--- src/rtl/mul_signed_approx_pipe.sv ---
// Pipelined signed array multiplier with per-transaction column truncation.
// Rank 0 captures the operands; reduction is split over ranks 1 and 2, later ranks only delay.
module mul_signed_approx_pipe #(
  parameter int WIDTH  = 8,
  parameter int STAGES = 2,
  parameter int TAG_W  = 4,
  parameter int KW     = $clog2(2*WIDTH)
) (
  input  logic                 clk,
  input  logic                 rst_n,
  input  logic                 flush,
  input  logic                 in_valid,
  output logic                 in_ready,
  input  logic [WIDTH-1:0]     in_a,
  input  logic [WIDTH-1:0]     in_b,
  input  logic [KW-1:0]        in_k,
  input  logic [TAG_W-1:0]     in_tag,
  output logic                 out_valid,
  input  logic                 out_ready,
  output logic [2*WIDTH-1:0]   out_p,
  output logic [TAG_W-1:0]     out_tag
);

  localparam int PW      = 2*WIDTH;
  localparam int LO_ROWS = (STAGES == 1) ? WIDTH : WIDTH/2;

  // Sum of partial-product bits for multiplier rows [lo,hi), columns >= k.
  // Bits with exactly one sign operand carry negative weight (Baugh-Wooley form).
  function automatic logic [PW-1:0] pp_sum(input logic [WIDTH-1:0] a,
                                           input logic [WIDTH-1:0] b,
                                           input logic [KW-1:0]    k,
                                           input int               lo,
                                           input int               hi);
    logic [PW-1:0] acc;
    logic [PW-1:0] bitw;
    acc = '0;
    for (int j = 0; j < WIDTH; j++) begin
      for (int i = 0; i < WIDTH; i++) begin
        if (j >= lo && j < hi && a[i] && b[j] && (i + j) >= int'(k)) begin
          bitw = PW'(1) << (i + j);
          if ((i == WIDTH-1) != (j == WIDTH-1)) acc = acc - bitw;
          else                                  acc = acc + bitw;
        end
      end
    end
    return acc;
  endfunction

  logic [STAGES:0]   vld_pipe;
  logic              w_adv;
  logic [WIDTH-1:0]  r_a0, r_b0;
  logic [KW-1:0]     r_k0;
  logic [TAG_W-1:0]  r_tag  [STAGES:0];
  logic [PW-1:0]     r_prod [STAGES:1];
  logic [PW-1:0]     w_lo, w_hi;

  // Simple global stall: any held output freezes every rank, bubbles included.
  assign w_adv = out_ready | ~vld_pipe[STAGES];
  assign w_lo  = pp_sum(r_a0, r_b0, r_k0, 0, LO_ROWS);

  generate
    if (STAGES > 1) begin : g_split
      logic [WIDTH-1:0] r_a1, r_b1;
      logic [KW-1:0]    r_k1;
      always_ff @(posedge clk or negedge rst_n) begin
        if (!rst_n) begin
          r_a1 <= '0;
          r_b1 <= '0;
          r_k1 <= '0;
        end else if (w_adv) begin
          r_a1 <= r_a0;
          r_b1 <= r_b0;
          r_k1 <= r_k0;
        end
      end
      assign w_hi = pp_sum(r_a1, r_b1, r_k1, LO_ROWS, WIDTH);
    end else begin : g_whole
      assign w_hi = '0;
    end
  endgenerate

  always_ff @(posedge clk or negedge rst_n) begin
    if (!rst_n) begin
      vld_pipe <= '0;
      r_a0     <= '0;
      r_b0     <= '0;
      r_k0     <= '0;
      for (int s = 0; s <= STAGES; s++) r_tag[s] <= '0;
      for (int s = 1; s <= STAGES; s++) r_prod[s] <= '0;
    end else if (flush) begin
      vld_pipe <= '0;
    end else if (w_adv) begin
      vld_pipe <= {vld_pipe[STAGES-1:0], in_valid};
      r_a0     <= in_a;
      r_b0     <= in_b;
      r_k0     <= in_k;
      r_tag[0] <= in_tag;
      for (int s = 1; s <= STAGES; s++) r_tag[s] <= r_tag[s-1];
      r_prod[1] <= w_lo;
      for (int s = 2; s <= STAGES; s++)
        r_prod[s] <= (s == 2) ? r_prod[1] + w_hi : r_prod[s-1];
    end
  end

  assign in_ready  = w_adv;
  assign out_valid = vld_pipe[STAGES];
  assign out_p     = r_prod[STAGES];
  assign out_tag   = r_tag[STAGES];

endmodule

--- config.mk ---
export PLATFORM = sky130hd
export DESIGN_NAME = mul_signed_approx_pipe
export DESIGN_NICKNAME = d
export VERILOG_FILES = /design/src/rtl/mul_signed_approx_pipe.sv
export SDC_FILE = /design/constraint.sdc
export NUM_CORES = 1
export LEC_CHECK = 0
export ABC_AREA = 0
export CAP_MARGIN = 20
export CORE_UTILIZATION = 51
export CTS_BUF_LIST = sky130_fd_sc_hd__clkbuf_4
export CTS_CLUSTER_DIAMETER = 100
export CTS_CLUSTER_SIZE = 24
export DETAILED_ROUTE_END_ITERATION = 7
export GPL_TIMING_DRIVEN = 0
export PLACE_DENSITY = 0.69
export REMOVE_ABC_BUFFERS = 1
export SYNTH_ARGS = -nofsm -noshare
export SYNTH_HDL_FRONTEND = slang
export SYNTH_SLANG_ARGS = --single-unit
--- constraint.sdc ---
create_clock -name clk -period 20.2 [get_ports clk]
set_input_delay 4.04 -clock clk [delete_from_list [all_inputs] [get_ports clk]]
set_output_delay 4.04 -clock clk [all_outputs]
set_load 0.05 [all_outputs]
Figure 1. The metal 1 layer.
The bar under the picture is 50 µm long.
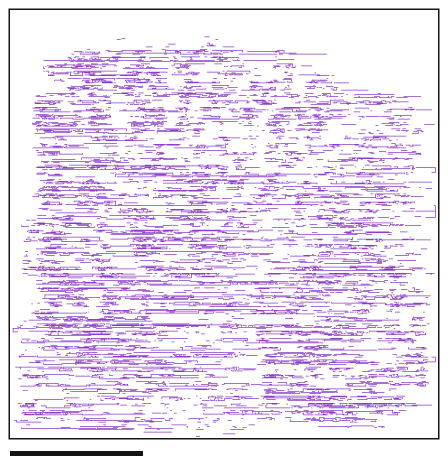
share of all routed wire	47%
wire length on this layer	14500 µm

Figure 2. M2 wires.
The bar under the picture is 50 µm long. Cells faint in the background.
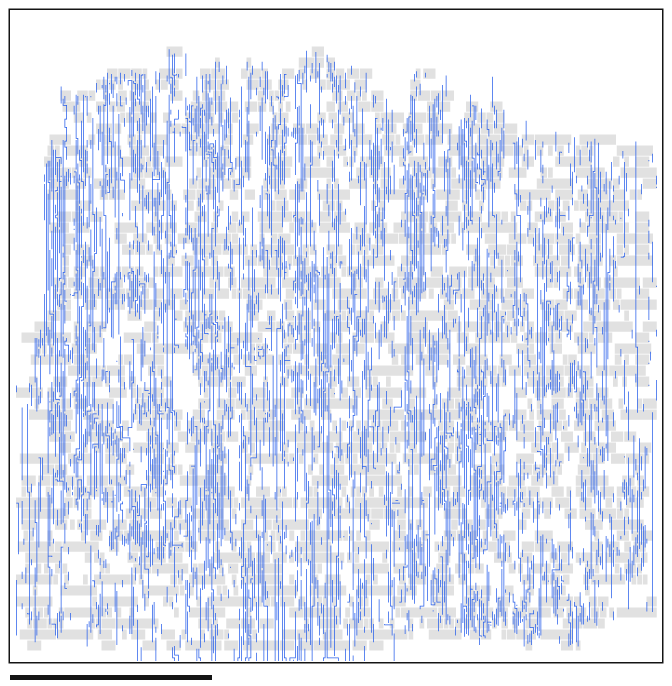
nets with wire on the layer	1514
longest straight run	55.8 µm
main direction	vertical
share of all routed wire	49%

Figure 3. The metal 3 layer.
The bar under the picture is 50 µm long. Cells faint in the background.
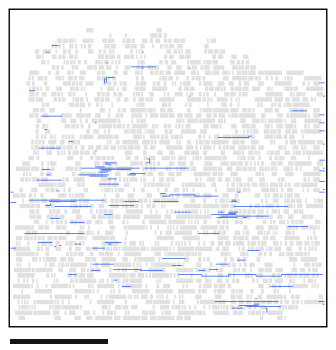
longest straight run	38.2 µm
nets with wire on the layer	90
wire length on this layer	856 µm
main direction	horizontal

==> flow_summary_export.csv <==
group,metric,value,unit
critical_path,crit_path_frequent_cell,"ha_1",
clocking,max-clock-path-buffers,2,
cells_and_area,layoutNonFillerInstCount,2013,
critical_path,worst_path_max_delay_cell,"nor4_1",
sta,skew,0.0326,ns
run_status,status,"complete, no violations",
floorplanning,die_h,161,µm
sta,tightest_slew,0.982,ns
logic_synthesis,synth_flops,83,
logic_synthesis,syn-cell-area,12900,µm²
logic_synthesis,top_logic_kind,"simple AND/OR/NAND/NOR gates",
logic_synthesis,yosysTopAreaCell,"dfrtp_1",
min_path,holdCritStartpoint,"r_prod[1]$_DFFE_PN0P_",
cells_and_area,num-nets-final,1772,
floorplanning,core,24600,µm²
cells_and_area,lay_top_cells,"345 x nand2_1, 139 x xnor2_1, 92 x nor2_1",
critical_path,crit_cells,58,
logic_synthesis,async_reset_ff_frac,1.00,
critical_path,cp-startpoint,"r_k0[3]$_DFFE_PN0P_",
critical_path,rr_startpoint,"r_k0[3]$_DFFE_PN0P_",
cells_and_area,layout-drive-gt1-share,0.0687,
min_path,holdPathEnd,"out_p[1]$_DFFE_PN0P_",
floorplanning,initial_core_util,0.526,
grt,grt.met3_usage,0.0213,
cells_and_area,area_delta_synth_final,4.69,%
logic_synthesis,ys_sh_simple,0.318,
floorplanning,die_area,26000,µm²
critical_path,cp-end-kind,"flop",
clocking,cts_buffers,9,
clocking,clock-sinks,83,
routing,wl_met3,856,µm
place,place.gp.congestion,0.924,
grt,antenna_found_initial,1,
critical_path,reg2reg_depth,58,
logic_synthesis,ys_types,109,
sta,max_freq,66.2,MHz
routing,drc,0,
logic_synthesis,topCellsByArea,"dfrtp_1 16%, nand2_1 10%, xnor2_1 9.4%",
routing,vias,11900,
cells_and_area,logic_area,10200,µm²
grt,grt_max_degree,91,
routing,top_layer_used,"met4",
routing,routed-wl-met2,15.3,mm
sta,setup_slack,5.10,ns
logic_synthesis,top_cell_area_share,0.161,
routing,first_pass_iters,5,
logic_synthesis,yosys_cells,1722,
logic_synthesis,ys_sh_mux,0.0571,
sta,hold_violations,0,
floorplanning,io_pins,51,
logic_synthesis,synthAdderAreaFrac,0.0586,
floorplanning,fp.dieW,161,µm
routing,ant_nets,0,
critical_path,start_kind,"flop",
routing,wl_met1,14.5,mm
logic_synthesis,ys_chip_area,12900,µm²
critical_path,rr_endpoint,"r_prod[15]$_DFFE_PN0P_",
critical_path,cp_max_fo,17,
power,powerDensity,68.7,nW/µm²
clocking,cts_resized,0,
clocking,ctsRootBufferMaster,"clkbuf_4",
critical_path,critPathRequiredTime,20.54,ns
sta,finalSetupViolations,0,
sta,setup_tns,0,ns
routing,vias_per_cell,5.91,
logic_synthesis,ys_sh_xor,0.176,
grt,track_usage,0.242,
grt,first_global_vias,11200,
clocking,ctsHoldBuffers,0,
min_path,hp-class,"flop to flop",
critical_path,critPathKind,"flop to flop",
critical_path,arrival,15.43,ns
logic_synthesis,synthCells,1722,
sta,slew_viol_final,0,
cells_and_area,layout_top_cell,"nand2_1",
power,p_leak,5.51,nW
sta,rsz0062_at_grt,"false",
logic_synthesis,edf_count,0,
floorplanning,num_rows,57,
place,place_hpwl,24.5,mm
place,port_buffers,50,
place,place_ws,5.16,ns
routing,wl_per_cell,15.4,µm
grt,grt_pass1_wl,53.0,mm
grt,grt_use_met2,0.440,
routing,drtIter0Drc,711,
routing,totalWireLength,31.0,mm
clocking,cts_tree,"yes",
clocking,clkLatencyLatePin,0.47,ns
clocking,post_cts_buffers,0,
logic_synthesis,ys_sh_aoi,0.180,
power,peakVddDrop,82.3,µV
sta,hold_ws,0.485,ns
grt,busiest_layer,"met2",
job,warning_count,26,
critical_path,cp-endpoint,"r_prod[15]$_DFFE_PN0P_",
sta,min_period,15.10,ns
grt,grt_overflow_total,0,
sta,finalCritPeriodShare,0.747,
critical_path,max_stage_delay,0.90,ns
critical_path,cp_num_buf_inv,2,
clocking,path_clk_slew,0.17,ns
grt,gr-usage-met1,0.313,
critical_path,path_delay_family,"simple AND/OR/NAND/NOR gates",
sta,slew_headroom,0.339,
job,maxCapViolCount,0,
cells_and_area,final_util,0.550,
critical_path,r2r_slack,5.10,ns
logic_synthesis,syn_avg_cell_area,7.51,µm²
logic_synthesis,ys.warnings.count,0,
logic_synthesis,ys_seq_share,0.161,
min_path,hold_depth,2,
cells_and_area,seq_area,2080,µm²
clocking,cts_max_level,3,
logic_synthesis,synthFlopType,"dfrtp_1",
place,dp_cells,1996,
[power by group]
group / total, W / switching (W) / internal (W) / leakage (nW)
Sequential: 0.000230 / 0.0000321 / 0.000198 / 1.04
Combinational: 0.000600 / 0.000347 / 0.000253 / 4.39
Clock: 0.0000997 / 0.0000708 / 0.0000290 / 0.0775
[metrics by stage]
stage	instance area, µm²	power (W)
after detailed placement	13400	0.000833
after floorplan	12400	0.000701
after global routing	13500	0.00101
after global placement	13300	0.000819
final	13500	0.000930
after CTS	13500	0.000939
[sequential cells by signal, summed over array words and instances, names as in the netlist]
signal        count
out_p            16
g_split.r_b1      4
r_k0              4
r_prod           16
r_tag             8
g_split.r_a1      8
out_tag           4
r_a0              8
vld_pipe          3
g_split.r_k1      4
r_b0              8
[layout make-up]
class                   instances  share of cell area
flip-flops and latches         83               0.153
clock buffers                   9             0.00499
diodes                          1            0.000185
repair buffers                 53              0.0399
well taps                     324              0.0299
inverters                      39              0.0108
multi-input cells            1497               0.756
clock inverters                 7             0.00517
[Yosys cell counts, types with 8 or more instances]
master and number:
nand2_1 345, xnor2_1 139, nor2_1 93, dfrtp_1 83, nand3_1 82, o21ai_0 73
ha_1 59, clkbuf_1 56, and3_1 53, a21oi_1 52, xor2_1 50, nor3_1 44
and2_1 39, inv_1 39, mux2i_1 36, buf_4 21, mux2_2 21, nand4_1 21
or3_1 18, nor2b_1 17, o211ai_1 17, a21o_1 16, a31oi_1 16, o31ai_1 13
and4_1 12, buf_2 12, nand2b_1 12, or2_2 12, buf_1 11, o21a_1 11
nor4_1 10, o22ai_1 10, and3b_1 9, o21ai_1 9, xnor2_2 9, a211oi_1 8
a221oi_1 8, nand3b_1 8, nor3b_1 8, o21bai_1 8, xnor3_1 8
Power and IR drop assume default switching activity.
